`src/rtl/interval_timer.sv`:
```
// -----------------------------------------------------------------------------
// interval_timer
//   Timing and sensor datapath for the traffic-light controller. The controller
//   selects an interval with s_IC/en_IC. This block times the interval in ticks
//   of TICK_DIV clocks and debounces the east-road car sensor. It returns four
//   status flags that drive the controller's transitions.
//
// Ports
//   clk        in   1  system clock, rising edge
//   rst        in   1  asynchronous, active-high reset
//   s_IC       in   2  interval select: 00 yellow, 01 all-red, 10 N green, 11 E green
//   en_IC      in   1  interval enable; 0 freezes timing and forces all flags 0
//   car_e      in   1  raw east-road car sensor, asynchronous to clk
//   not_r      out  1  all-red interval done (combinational from registered state)
//   c_and_l    out  1  N green: car waiting east and long interval elapsed
//   en_s       out  1  yellow interval done
//   l_or_notc  out  1  E green: long elapsed, or no car east and minimum elapsed
//   car_db     out  1  debounced car sensor level (registered)
// -----------------------------------------------------------------------------
module interval_timer #(
  parameter int unsigned TICK_DIV = 50_000_000,
  parameter int unsigned CNT_W    = 8,
  parameter int unsigned T_YEL    = 3,
  parameter int unsigned T_RR     = 1,
  parameter int unsigned T_LONG   = 15,
  parameter int unsigned T_EW_MIN = 5,
  parameter int unsigned DEB_CYC  = 16
) (
  input  logic       clk,
  input  logic       rst,
  input  logic [1:0] s_IC,
  input  logic       en_IC,
  input  logic       car_e,
  output logic       not_r,
  output logic       c_and_l,
  output logic       en_s,
  output logic       l_or_notc,
  output logic       car_db
);

  localparam int unsigned PRE_W = (TICK_DIV > 2) ? $clog2(TICK_DIV) : 1;
  localparam int unsigned DEB_W = (DEB_CYC > 2) ? $clog2(DEB_CYC) : 1;

  localparam logic [PRE_W-1:0] PRE_LAST = PRE_W'(TICK_DIV - 1);
  localparam logic [DEB_W-1:0] DEB_LAST = DEB_W'(DEB_CYC - 1);
  localparam logic [CNT_W-1:0] CNT_MAX  = {CNT_W{1'b1}};

  localparam logic [CNT_W-1:0] TH_YEL    = CNT_W'(T_YEL);
  localparam logic [CNT_W-1:0] TH_RR     = CNT_W'(T_RR);
  localparam logic [CNT_W-1:0] TH_LONG   = CNT_W'(T_LONG);
  localparam logic [CNT_W-1:0] TH_EW_MIN = CNT_W'(T_EW_MIN);

  // Interval encoding shared with the controller's s_IC output.
  typedef enum logic [1:0] {
    SEL_YEL = 2'b00,
    SEL_RR  = 2'b01,
    SEL_NG  = 2'b10,
    SEL_EG  = 2'b11
  } sel_t;

  // ---------------------------------------------------------------------------
  // State
  // ---------------------------------------------------------------------------
  sel_t             sel_q,   sel_d;
  logic [PRE_W-1:0] pre_q,   pre_d;
  logic [CNT_W-1:0] cnt_q,   cnt_d;

  logic             sync1_q, car_s_q;
  logic             db_q,    db_d;
  logic [DEB_W-1:0] deb_q,   deb_d;

  logic             restart_c;
  logic             tick_c;
  logic             active_c;

  // A new select while enabled means the controller changed state.
  assign restart_c = en_IC & (sel_t'(s_IC) != sel_q);
  assign tick_c    = (pre_q == PRE_LAST);
  // Flags are only meaningful once sel_q has caught up with s_IC.
  assign active_c  = en_IC & (sel_t'(s_IC) == sel_q);

  // ---------------------------------------------------------------------------
  // Interval timing next-state: restart has priority over a coincident tick
  // ---------------------------------------------------------------------------
  always_comb begin
    sel_d = sel_q;
    pre_d = pre_q;
    cnt_d = cnt_q;
    if (restart_c) begin
      sel_d = sel_t'(s_IC);
      pre_d = '0;
      cnt_d = '0;
    end else if (en_IC) begin
      if (tick_c) begin
        pre_d = '0;
        if (cnt_q != CNT_MAX) begin
          cnt_d = cnt_q + CNT_W'(1);
        end
      end else begin
        pre_d = pre_q + PRE_W'(1);
      end
    end
  end

  // Interval timing registers; reset matches the controller's initial all-red.
  always_ff @(posedge clk or posedge rst) begin
    if (rst) begin
      sel_q <= SEL_RR;
      pre_q <= '0;
      cnt_q <= '0;
    end else begin
      sel_q <= sel_d;
      pre_q <= pre_d;
      cnt_q <= cnt_d;
    end
  end

  // ---------------------------------------------------------------------------
  // Car sensor: two-flop synchroniser, then accept a new level only after it
  // has been held for DEB_CYC consecutive cycles.
  // ---------------------------------------------------------------------------
  always_comb begin
    db_d  = db_q;
    deb_d = '0;
    if (car_s_q != db_q) begin
      if (deb_q == DEB_LAST) begin
        db_d  = car_s_q;
        deb_d = '0;
      end else begin
        deb_d = deb_q + DEB_W'(1);
      end
    end
  end

  // Synchroniser and debouncer registers; these run regardless of en_IC.
  always_ff @(posedge clk or posedge rst) begin
    if (rst) begin
      sync1_q <= 1'b0;
      car_s_q <= 1'b0;
      db_q    <= 1'b0;
      deb_q   <= '0;
    end else begin
      sync1_q <= car_e;
      car_s_q <= sync1_q;
      db_q    <= db_d;
      deb_q   <= deb_d;
    end
  end

  assign car_db = db_q;

  // ---------------------------------------------------------------------------
  // Status flags: decoded from registered state, at most one high at a time
  // ---------------------------------------------------------------------------
  always_comb begin
    not_r     = 1'b0;
    c_and_l   = 1'b0;
    en_s      = 1'b0;
    l_or_notc = 1'b0;
    if (active_c) begin
      unique case (sel_q)
        SEL_YEL: en_s      = (cnt_q >= TH_YEL);
        SEL_RR:  not_r     = (cnt_q >= TH_RR);
        SEL_NG:  c_and_l   = db_q & (cnt_q >= TH_LONG);
        SEL_EG:  l_or_notc = (cnt_q >= TH_LONG) | (~db_q & (cnt_q >= TH_EW_MIN));
        default: ;
      endcase
    end
  end

endmodule

```
`config.mk`:
```
export PLATFORM = sky130hd
export DESIGN_NAME = interval_timer
export DESIGN_NICKNAME = d
export VERILOG_FILES = /design/src/rtl/interval_timer.sv
export SDC_FILE = /design/constraint.sdc
export NUM_CORES = 1
export LEC_CHECK = 0
export CAP_MARGIN = 10
export CORE_ASPECT_RATIO = 2
export CORE_MARGIN = 2
export CORE_UTILIZATION = 54
export CTS_CLUSTER_SIZE = 16
export DETAILED_ROUTE_END_ITERATION = 16
export GPL_TIMING_DRIVEN = 1
export PLACE_DENSITY = 0.82
export SYNTH_ARGS = -nofsm -noshare
export SYNTH_HDL_FRONTEND = slang
export SYNTH_SLANG_ARGS = --single-unit
```
`constraint.sdc`:
```
create_clock -name clk -period 2.1 [get_ports clk]
set_clock_uncertainty 0.1 [all_clocks]
set_input_delay 0.42 -clock clk [delete_from_list [all_inputs] [get_ports clk]]
set_output_delay 0.42 -clock clk [all_outputs]
set_load 0.02 [all_outputs]
```
**Run 1: zoomed window**

Window x 28 to 48, y 64 to 84 um. Cells in grey, sequential cells in the stronger grey; small squares are vias.
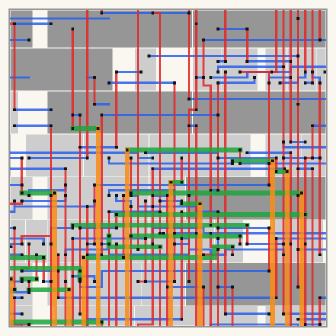
Key: met4 = orange; met1 = blue; met2 = red; met3 = green
30 logic cells have their middle in the window. Most frequent: dfrtp_1 (6), a21oi_1 (3). Sequential cells in the window: 7. Netlist names of flops here include `cnt_q` (3), `deb_q` (3).

**Run 1: drive-strength map**

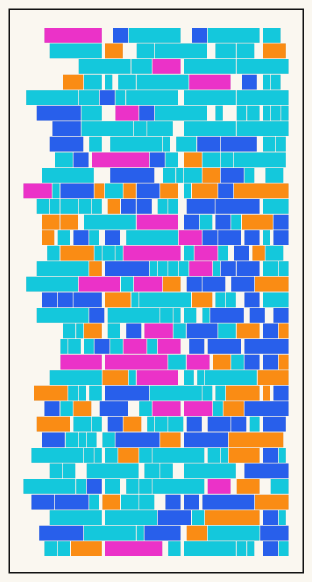
Key: drive 2 = orange [cells 46, share 14%, most used a21oi_2]; drive 3 to 4 = blue [cells 81, share 25%, most used buf_4]; drive 6 and up = magenta [cells 24, share 7.4%, most used buf_6]; drive 1 or less = cyan [cells 175, share 54%, most used dfrtp_1]

==> out/highlights.md, run 1 <==
Final timing
- 113% — fraction of the cycle the final worst path needs
- 37 — setup-violating endpoint count in the final report
- 2.37 ns — post-route minimum period
- -0.267 ns — crit path setup slack, layout
- 0 — Final Hold Fails
- 422 MHz — achievable clock frequency

Power and ir drop
- 1400 uW — design internal power
- 27.5% — switching power share of the total
- 516 nW/um^2 — Power Dens Cells
- 35.6% — clock network power share
- 689 uW — power in the clock group
- 19.3% — Gate power share
- sequential cells — Top pwr grp
- 372 uW — Logic power comb
- 0.00152 uW — leakage
- 531 uW — power dissipated by switching net loads

Routing
- 196 — DRC marker count from the first detailed-route iteration
- 10300 um — Total Wirelength
- 2764 — vias
- 4 — length of the first detailed-routing pass in iterations
- 7.27 — number of vias per cell
- 27.2 um — per-cell routed wire length
- met4 — uppermost layer routed
- 5180 um — met2 layer wire length in the routed design
- 0 — remaining antenna violation count

Synthesis
- 43 — synthesized flop and latch total
- sky130_fd_sc_hd__dfrtp_1 — Dominant Register Cell
- 0 — EDFF count, synth
- 2.61% — area fraction in full adders, half adders and majority gates
- 9.23 um^2 — average footprint of a synthesized cell
- sky130_fd_sc_hd__dfrtp_1 — largest area contributor in the netlist
- 43.8% — Dominant cell area share
- simple AND/OR/NAND/NOR gates — Dominant combinational family
- 260 — post-synthesis cell count from yosys
- 18.4% — Post-Synth AOI/OAI Area
- 42 x sky130_fd_sc_hd__dfrtp_1, 25 x sky130_fd_sc_hd__nand3_1, 18 x sky130_fd_sc_hd__a21oi_1 — top cells by count
- 44.9% — register area share after synthesis
- sky130_fd_sc_hd__dfrtp_1 44%, sky130_fd_sc_hd__nand3_1 5.2%, sky130_fd_sc_hd__a31oi_1 4.4% — cell types occupying the most area after synthesis
- 2.24% — Multiplexer share
- 260 — count of mapped cells out of synthesis
- 0 — Yosys warnings
- 2400 um^2 — YS chip area

Final layout
- 1740 um^2 — Comb gate area
- 46.4% — combinational fraction of the cell area
- 11 — Logic inverters
- 56.1% — area growth from synthesis to layout
- 46.3% — layout cell share with drive strength beyond 1
- 43 — sequential cells
- 44 x sky130_fd_sc_hd__buf_4, 40 x sky130_fd_sc_hd__dfrtp_1, 17 x sky130_fd_sc_hd__nand3_1, 12 x sky130_fd_sc_hd__a31oi_1, 11 x sky130_fd_sc_hd__nand2_1 — most instantiated logic cells after routing
- 336 — net count reported at finish
- logic gates — largest cell class by area
- 0 — # diodes
- 18.7% — Signal buf overhead
- 3.14% — area fraction of clock buffers and clock inverters
- 6 — clock tree buffer count of the final layout

Setup path
- pre_q[18]$_DFFE_PP0P_ — Worst R2R Start
- sky130_fd_sc_hd__dfrtp_2 — slowest cell on the critical path
- reg2out — Setup CP Type
- inv_1, ha_2, nand2b_4, a22o_1, a221oi_2, nor3b_1, buf_2 — cell chain of the critical path
- 6 — number of cells on the worst reg-to-reg path
- register — Setup crit start kind
- l_or_notc — capturing instance or port of the critical path
- 1.85 ns — arrival time of data at the critical path endpoint
- cnt_q[7]$_DFFE_PP0P_ — worst reg2reg path endpoint
- 1.58 ns — Worst EP required
- 2 — Worst Path Buf+Inv
- cnt_q[0]$_DFFE_PP0P_ — start point of the critical path
- 0.46 ns — slowest stage delay, CP

Status
- setup timing — violations in the final reports
- finished with violations — outcome

Die
- 54 — number of tap cells inserted
- 5030 um^2 — chip area
- 98.3 um — die height
- 11 — I/O pin count

Global route
- 67.5% — GRT met2 Usage
- 0 — global-route congestion overflow total
- 7.95% — met3 usage
- 0 — number of antenna violations at the first check in global routing
- 2901 — number of global-route vias before repair
- 36 — pin count of the biggest net entering global routing
- met2 — highest-utilization routing layer at the global route stage

CTS
- built — TritonCTS clock tree
- 0 — post-cts hold buffer count
- 2 — number of buffers on the longest clock path
- 2 — H-tree depth
- 0.09 ns — Clock transition at path regs
- sky130_fd_sc_hd__clkbuf_8 — root cell of the clock tree
- 43 — Sinks on Clock Net

Job
- 0 — number of max-cap violations

Min path
- sync1_q$_DFF_PP0_ — Min-Delay Startpoint
- 0 — cell count of the worst hold path
- car_s_q$_DFF_PP0_ — hold endpoint

Placed design
- 353 — number of cells in the design after placement
- 0.794 — RePlAce Congestion
- 10 — IO Port Bufs
- 4420 um — post-DP HPWL

**Run 1: local utilization**

The die is cut into 5 by 10 equal tiles; white is low, dark blue is high, 0 to 100% covered.
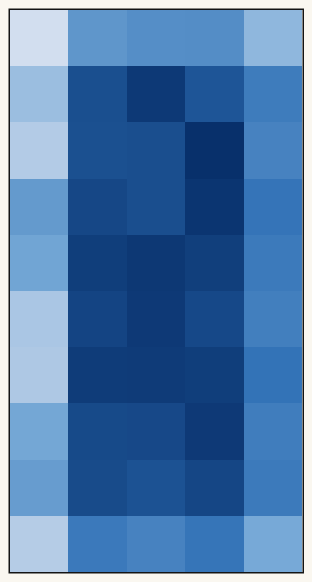
The fullest tile reaches 100%. The emptiest ninth of the die: top left. The densest ninth of the die: middle. 48% of the tiles are over 75% full.
floorplan core density: 55.9%
core occupancy in the finished layout: 87.2%
Floorplan Core Area: 4300 um^2

**Run 1: I/O pins on the die edge**

Scale bar: 20 um. Pins as bars across the die edge, other pins in grey.
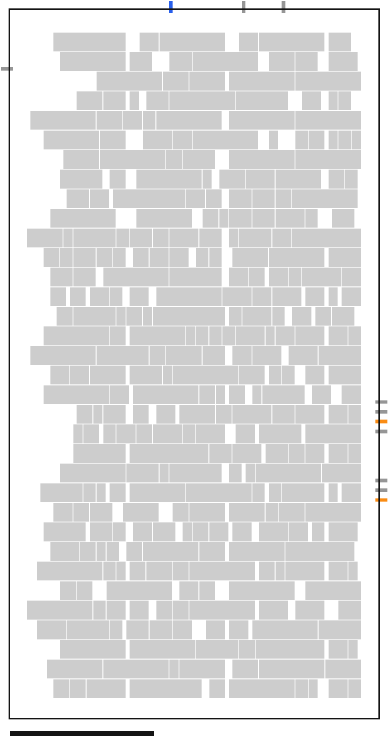
Key: `s_IC` = orange [pins 2, direction input, edge right]; `car_e` = blue [pins 1, direction input, edge top]
All pins by edge: 7 right, 3 top, 1 left.

==> run 1: flip-flops by register name, summed over array words and instances (netlist names) <==
signal   flops
sel_q        2
sync1_q      1
deb_q        4
car_s_q      1
car_db       1
cnt_q        8
pre_q       26
==> run 1: cells by family after synthesis <==
group,count (synthesis)
mux,5
flops,43
compound gates,70
xor+xnor,6
fa+ha+maj,5
simple gates,109
buf+inv,22
==> run 1: metrics by stage <==
| stage | instance area, um^2 | setup TNS, ns | setup WS (ns) |
|---|---|---|---|
| after global placement | 2870 | -9.40 | -0.685 |
| after global routing | 3750 | -8.02 | -0.383 |
| after CTS | 3550 | -3.55 | -0.231 |
| final | 3750 | -5.30 | -0.267 |
| after detailed placement | 2870 | -11.09 | -0.753 |
| after floorplan | 2420 | -2.31 | -0.150 |
==> run 2, diff against run 1 <==
Settings changed: CORE_MARGIN 2 to not set.
**Run 2: I/O pins on the die edge**

Scale bar: 10 um. Pins as bars across the die edge, other pins in grey.
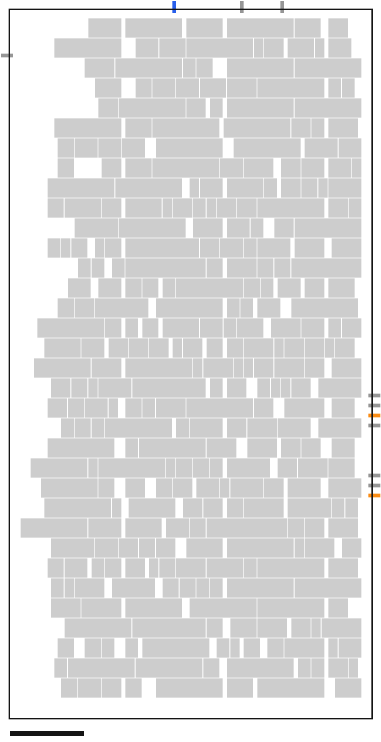
Key: `car_e` = blue [pins 1, direction input, edge top]; `s_IC` = orange [pins 2, direction input, edge right]
All pins by edge: 7 right, 3 top, 1 left.

**Run 2: zoomed window**

Window x 27 to 47, y 62 to 82 um. Cells in grey, sequential cells in the stronger grey; small squares are vias.
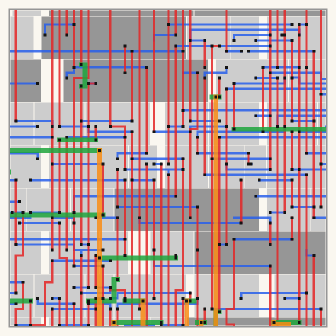
Key: met1 = blue; met2 = red; met4 = orange; met3 = green
Most frequent: buf_4 (8), dfrtp_1 (4), a21oi_2 (3). Sequential cells in the window: 4. Netlist names of flops here include `deb_q` (2). 35 logic cells have their middle in the window.

==> out/highlights.md, run 2 <==
Synthesis
- 43 — synthesized flop and latch total, unchanged
- sky130_fd_sc_hd__dfrtp_1 — Dominant Register Cell
- simple AND/OR/NAND/NOR gates — Dominant combinational family
- 18.4% — Post-Synth AOI/OAI Area, unchanged
- 2.61% — area fraction in full adders, half adders and majority gates, unchanged
- 260 — post-synthesis cell count from yosys, unchanged
- 44.9% — register area share after synthesis, unchanged
- 42 x sky130_fd_sc_hd__dfrtp_1, 25 x sky130_fd_sc_hd__nand3_1, 18 x sky130_fd_sc_hd__a21oi_1 — top cells by count
- 260 — count of mapped cells out of synthesis, unchanged
- sky130_fd_sc_hd__dfrtp_1 44%, sky130_fd_sc_hd__nand3_1 5.2%, sky130_fd_sc_hd__a31oi_1 4.4% — cell types occupying the most area after synthesis
- 2400 um^2 — YS chip area, unchanged
- 0 — EDFF count, synth, unchanged
- 0 — Yosys warnings, unchanged

Final layout
- 45.0% — combinational fraction of the cell area, -1.4 points
- 0 — # diodes, unchanged
- 44.8% — layout cell share with drive strength beyond 1, -1.5 points
- 18.7% — Signal buf overhead, about the same
- 336 — net count reported at finish, unchanged
- logic gates — largest cell class by area
- 84.7% — core occupancy in the finished layout, -2.4 points
- 26 — Largest register FFs, unchanged
- pre_q — Largest Register
- 3.75% — area fraction of clock buffers and clock inverters, +0.61 points
- 3640 um^2 — Final Instance Area, -2.8%
- pre_q: 26 flops, cnt_q: 8 flops, deb_q: 4 flops — biggest registers after layout
- 44 x sky130_fd_sc_hd__buf_4, 42 x sky130_fd_sc_hd__dfrtp_1, 17 x sky130_fd_sc_hd__nand3_1, 12 x sky130_fd_sc_hd__a31oi_1 — most instantiated logic cells after routing

CTS
- built — TritonCTS clock tree
- 0.09 ns — Clock transition at path regs, about the same
- 0 — post-cts hold buffer count, unchanged
- 2 — H-tree depth, unchanged
- 2 — number of buffers on the longest clock path, unchanged
- 43 — Sinks on Clock Net, unchanged
- sky130_fd_sc_hd__clkbuf_8 — root cell of the clock tree

Final timing
- 2.44 ns — post-route minimum period, +0.0752 ns
- 116% — fraction of the cycle the final worst path needs, +3.6 points
- 409 MHz — achievable clock frequency, -3.1%
- -7.41 ns — aggregate negative setup slack, -2.12 ns
- -0.343 ns — crit path setup slack, layout, -0.0752 ns
- 37 — setup-violating endpoint count in the final report, unchanged
- 0 — Final Hold Fails, unchanged

Placed design
- 4420 um — post-DP HPWL, about the same
- 10 — IO Port Bufs, unchanged

Routing
- 0 — remaining antenna violation count, unchanged
- 5 — length of the first detailed-routing pass in iterations, +1
- 2729 — vias, -1.3%
- 25.9 um — per-cell routed wire length, -4.6%
- 4970 um — met2 layer wire length in the routed design, -4.1%
- met4 — uppermost layer routed
- 7.18 — number of vias per cell, -1.3%
- 226 — DRC marker count from the first detailed-route iteration, +15%
- 9850 um — Total Wirelength, -4.6%

Global route
- 31 — pin count of the biggest net entering global routing, -14%
- met2 — highest-utilization routing layer at the global route stage
- 0 — number of antenna violations at the first check in global routing, unchanged
- 40.1% — GRT Resource Usage Total
- 2765 — number of global-route vias before repair, -4.7%
- 0 — global-route congestion overflow total, unchanged
- 71.5% — GRT met2 Usage, +3.9 points

Setup path
- 1.58 ns — Worst EP required, about the same
- sky130_fd_sc_hd__dfrtp_1 — slowest cell on the critical path
- register — Setup crit start kind
- 0.42 ns — slowest stage delay, CP, -0.04 ns
- 1 — Worst Path Buf+Inv, -1
- ha_2, nand2b_4, a22o_1, a221oi_2, nor3b_2, buf_2 — cell chain of the critical path
- 1.92 ns — arrival time of data at the critical path endpoint, +0.07 ns
- reg2out — Setup CP Type

Power and ir drop
- 528 uW — power dissipated by switching net loads, -0.46%
- 553 nW/um^2 — Power Dens Cells, +7.1%
- 797 uW — power in the clock group, +16%
- 39.6% — clock network power share, +4.0 points
- 1480 uW — design internal power, +5.8%
- 16.9% — Gate power share, -2.4 points
- 340 uW — Logic power comb, -8.6%
- 0.00148 uW — leakage, -3.0%
- 26.3% — switching power share of the total, -1.2 points

Job
- 0 — number of max-cap violations, unchanged

Die
- 96.3 um — die height, -2.0%
- 11 — I/O pin count, unchanged
- 54 — number of tap cells inserted, unchanged
- 4730 um^2 — chip area, -5.9%
- 55.9% — floorplan core density, unchanged
- 4300 um^2 — Floorplan Core Area, unchanged

Status
- setup timing — violations in the final reports
- finished with violations — outcome

[run 2: cell counts after synthesis]
Identical to the previous run, type by type.
[run 2: path summary, 6_finish.rpt]
check / to / slack [ns] / cells after the start / start
max: l_or_notc / -0.34 / 6 / cnt_q[0]$_DFFE_PP0P_
min: car_s_q$_DFF_PP0_ / 0.27 / 0 / sync1_q$_DFF_PP0_
max reg2reg: cnt_q[5]$_DFFE_PP0P_ / -0.28 / 6 / pre_q[16]$_DFFE_PP0P_
min reg2reg: car_s_q$_DFF_PP0_ / 0.27 / 0 / sync1_q$_DFF_PP0_
max in group asynchronous: sel_q[1]$_DFFE_PP0N_ / 1.17 / 3 / rst
min in group asynchronous: car_db$_DFFE_PP0P_ / 0.34 / 3 / rst
**Run 2: local utilization**

The die is cut into 5 by 10 equal tiles; white is low, dark blue is high, 0 to 100% covered.
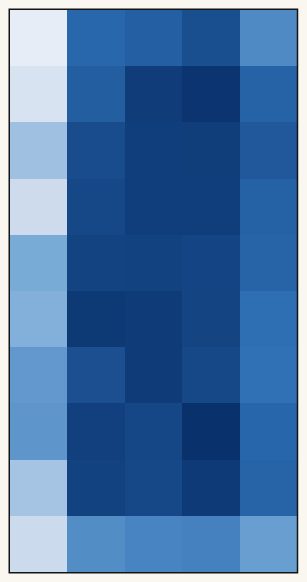

==> run 3, diff against run 2 <==
Settings changed: RECOVER_POWER set to 50.
**Run 3: local utilization**

The die is cut into 5 by 10 equal tiles; white is low, dark blue is high, 0 to 100% covered.
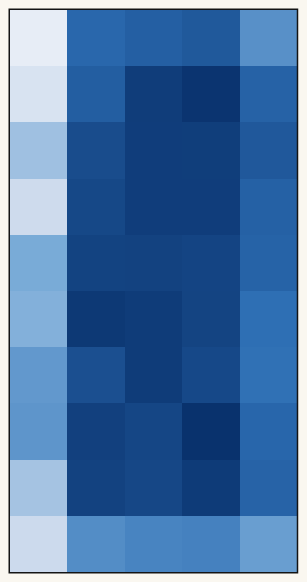
core occupancy in the finished layout: 84.6%

**Run 3: zoomed window**

Window x 27 to 47, y 62 to 82 um. Cells in grey, sequential cells in the stronger grey; small squares are vias.
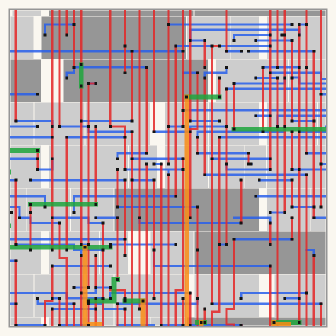
Key: met1 = blue; met3 = green; met2 = red; met4 = orange
Sequential cells in the window: 4. Most frequent: buf_4 (8), dfrtp_1 (4), a21oi_2 (3). 35 logic cells have their middle in the window. Netlist names of flops here include `deb_q` (2).

==> out/highlights.md, run 3 <==
Placed design
- -0.715 ns — dpl ws
- 4420 um — post-DP HPWL, unchanged
- 10 — IO Port Bufs, unchanged

Setup path
- 1.93 ns — arrival time of data at the critical path endpoint, about the same
- ha_2, nand2b_4, a22o_1, a221oi_2, nor3b_2, buf_2 — cell chain of the critical path
- cnt_q[0]$_DFFE_PP0P_ — start point of the critical path
- 6 — number of cells on the worst reg-to-reg path, unchanged
- reg2out — Setup CP Type
- -0.26 ns — reg-to-reg setup timing slack, +0.02 ns
- 6 — path length in cells of the critical path, unchanged
- pre_q[16]$_DFFE_PP0P_ — Worst R2R Start
- 1 — Worst Path Buf+Inv, unchanged
- l_or_notc — capturing instance or port of the critical path
- sky130_fd_sc_hd__dfrtp_1 — slowest cell on the critical path
- register — Setup crit start kind
- 0.42 ns — slowest stage delay, CP, about the same
- 1.58 ns — Worst EP required, about the same

Synthesis
- 260 — post-synthesis cell count from yosys, unchanged
- 44.9% — register area share after synthesis, unchanged
- simple AND/OR/NAND/NOR gates — Dominant combinational family
- sky130_fd_sc_hd__dfrtp_1 44%, sky130_fd_sc_hd__nand3_1 5.2%, sky130_fd_sc_hd__a31oi_1 4.4% — cell types occupying the most area after synthesis
- 0 — Yosys warnings, unchanged
- 2.61% — area fraction in full adders, half adders and majority gates, unchanged
- sky130_fd_sc_hd__dfrtp_1 — Dominant Register Cell
- 0 — EDFF count, synth, unchanged
- 42 x sky130_fd_sc_hd__dfrtp_1, 25 x sky130_fd_sc_hd__nand3_1, 18 x sky130_fd_sc_hd__a21oi_1 — top cells by count
- 2400 um^2 — YS chip area, unchanged
- 260 — count of mapped cells out of synthesis, unchanged

Final layout
- 45.1% — combinational fraction of the cell area, +0.077 points
- 29.6% — fraction of area in registers
- 0 — # diodes, unchanged
- 18.6% — Signal buf overhead, -0.14 points
- pre_q: 26 flops, cnt_q: 8 flops, deb_q: 4 flops — biggest registers after layout
- 3.75% — area fraction of clock buffers and clock inverters, +0.0064 points
- 26 — Largest register FFs, unchanged
- 1640 um^2 — Comb gate area
- 3630 um^2 — Final Instance Area, -0.17%
- logic gates — largest cell class by area
- 42 x sky130_fd_sc_hd__dfrtp_1, 42 x sky130_fd_sc_hd__buf_4, 17 x sky130_fd_sc_hd__nand3_1, 12 x sky130_fd_sc_hd__a31oi_1 — most instantiated logic cells after routing
- 44.5% — layout cell share with drive strength beyond 1, -0.31 points
- pre_q — Largest Register
- 336 — net count reported at finish, unchanged

Routing
- 26.0 um — per-cell routed wire length, +0.43%
- 7.14 — number of vias per cell, -0.51%
- 244 — DRC marker count from the first detailed-route iteration, +8.0%
- met4 — uppermost layer routed
- 5 — length of the first detailed-routing pass in iterations, unchanged
- 0 — remaining antenna violation count, unchanged
- 9900 um — Total Wirelength, +0.43%

CTS
- 0 — post-cts hold buffer count, unchanged
- sky130_fd_sc_hd__clkbuf_8 — root cell of the clock tree
- 12 — Post-CTS Setup Repair Bufs
- built — TritonCTS clock tree
- 0.09 ns — Clock transition at path regs, about the same
- 2 — number of buffers on the longest clock path, unchanged

Status
- setup timing — violations in the final reports
- finished with violations — outcome

Final timing
- -7.20 ns — aggregate negative setup slack, +0.217 ns
- 0 — Final Hold Fails, unchanged
- 409 MHz — achievable clock frequency, -0.18%
- 0.796 ns — slew at the pin closest to its max-slew limit
- 117% — fraction of the cycle the final worst path needs, +0.22 points
- 2.45 ns — post-route minimum period, +0.00453 ns
- -0.347 ns — crit path setup slack, layout, -0.00453 ns
- 37 — setup-violating endpoint count in the final report, unchanged

Min path
- 0 — cell count of the worst hold path, unchanged
- reg2reg — type of the most critical hold path
- car_s_q$_DFF_PP0_ — hold endpoint
- sync1_q$_DFF_PP0_ — Min-Delay Startpoint

Global route
- 71.5% — GRT met2 Usage, unchanged
- 0 — global-route congestion overflow total, unchanged
- 31 — pin count of the biggest net entering global routing, unchanged
- 40.1% — GRT Resource Usage Total, unchanged
- met2 — highest-utilization routing layer at the global route stage
- 0 — number of antenna violations at the first check in global routing, unchanged

Die
- 96.3 um — die height, unchanged
- 4300 um^2 — Floorplan Core Area, unchanged
- 11 — I/O pin count, unchanged
- 55.9% — floorplan core density, unchanged
- 49.1 um — die width
- 54 — number of tap cells inserted, unchanged

Job
- 0 — number of max-cap violations, unchanged

Power and ir drop
- 554 nW/um^2 — Power Dens Cells, +0.26%
- 0.00148 uW — leakage, -0.25%

==> run 3: netlist changes by cell type in the layout (fill, tap and decap cells not counted) <==
cell                              delta
sky130_fd_sc_hd__clkdlybuf4s50_1     -2
sky130_fd_sc_hd__clkbuf_2            +1
sky130_fd_sc_hd__dlygate4sd3_1       +2
sky130_fd_sc_hd__buf_4               -2
sky130_fd_sc_hd__clkbuf_1            +1
==> run 3: report_power, final <==
| part | internal [uW] | switching, uW | total (uW) |
|---|---|---|---|
| combinational | 159 | 180 | 339 |
| sequential | 848 | 26.1 | 874 |
| clock | 474 | 326 | 801 |
==> run 3: cells by family after synthesis <==
logic type	after synthesis
mux	5
flops	43
compound gates	70
simple gates	109
xor+xnor	6
fa+ha+maj	5
buf+inv	22
Power is estimated from default activity; no workload was simulated.
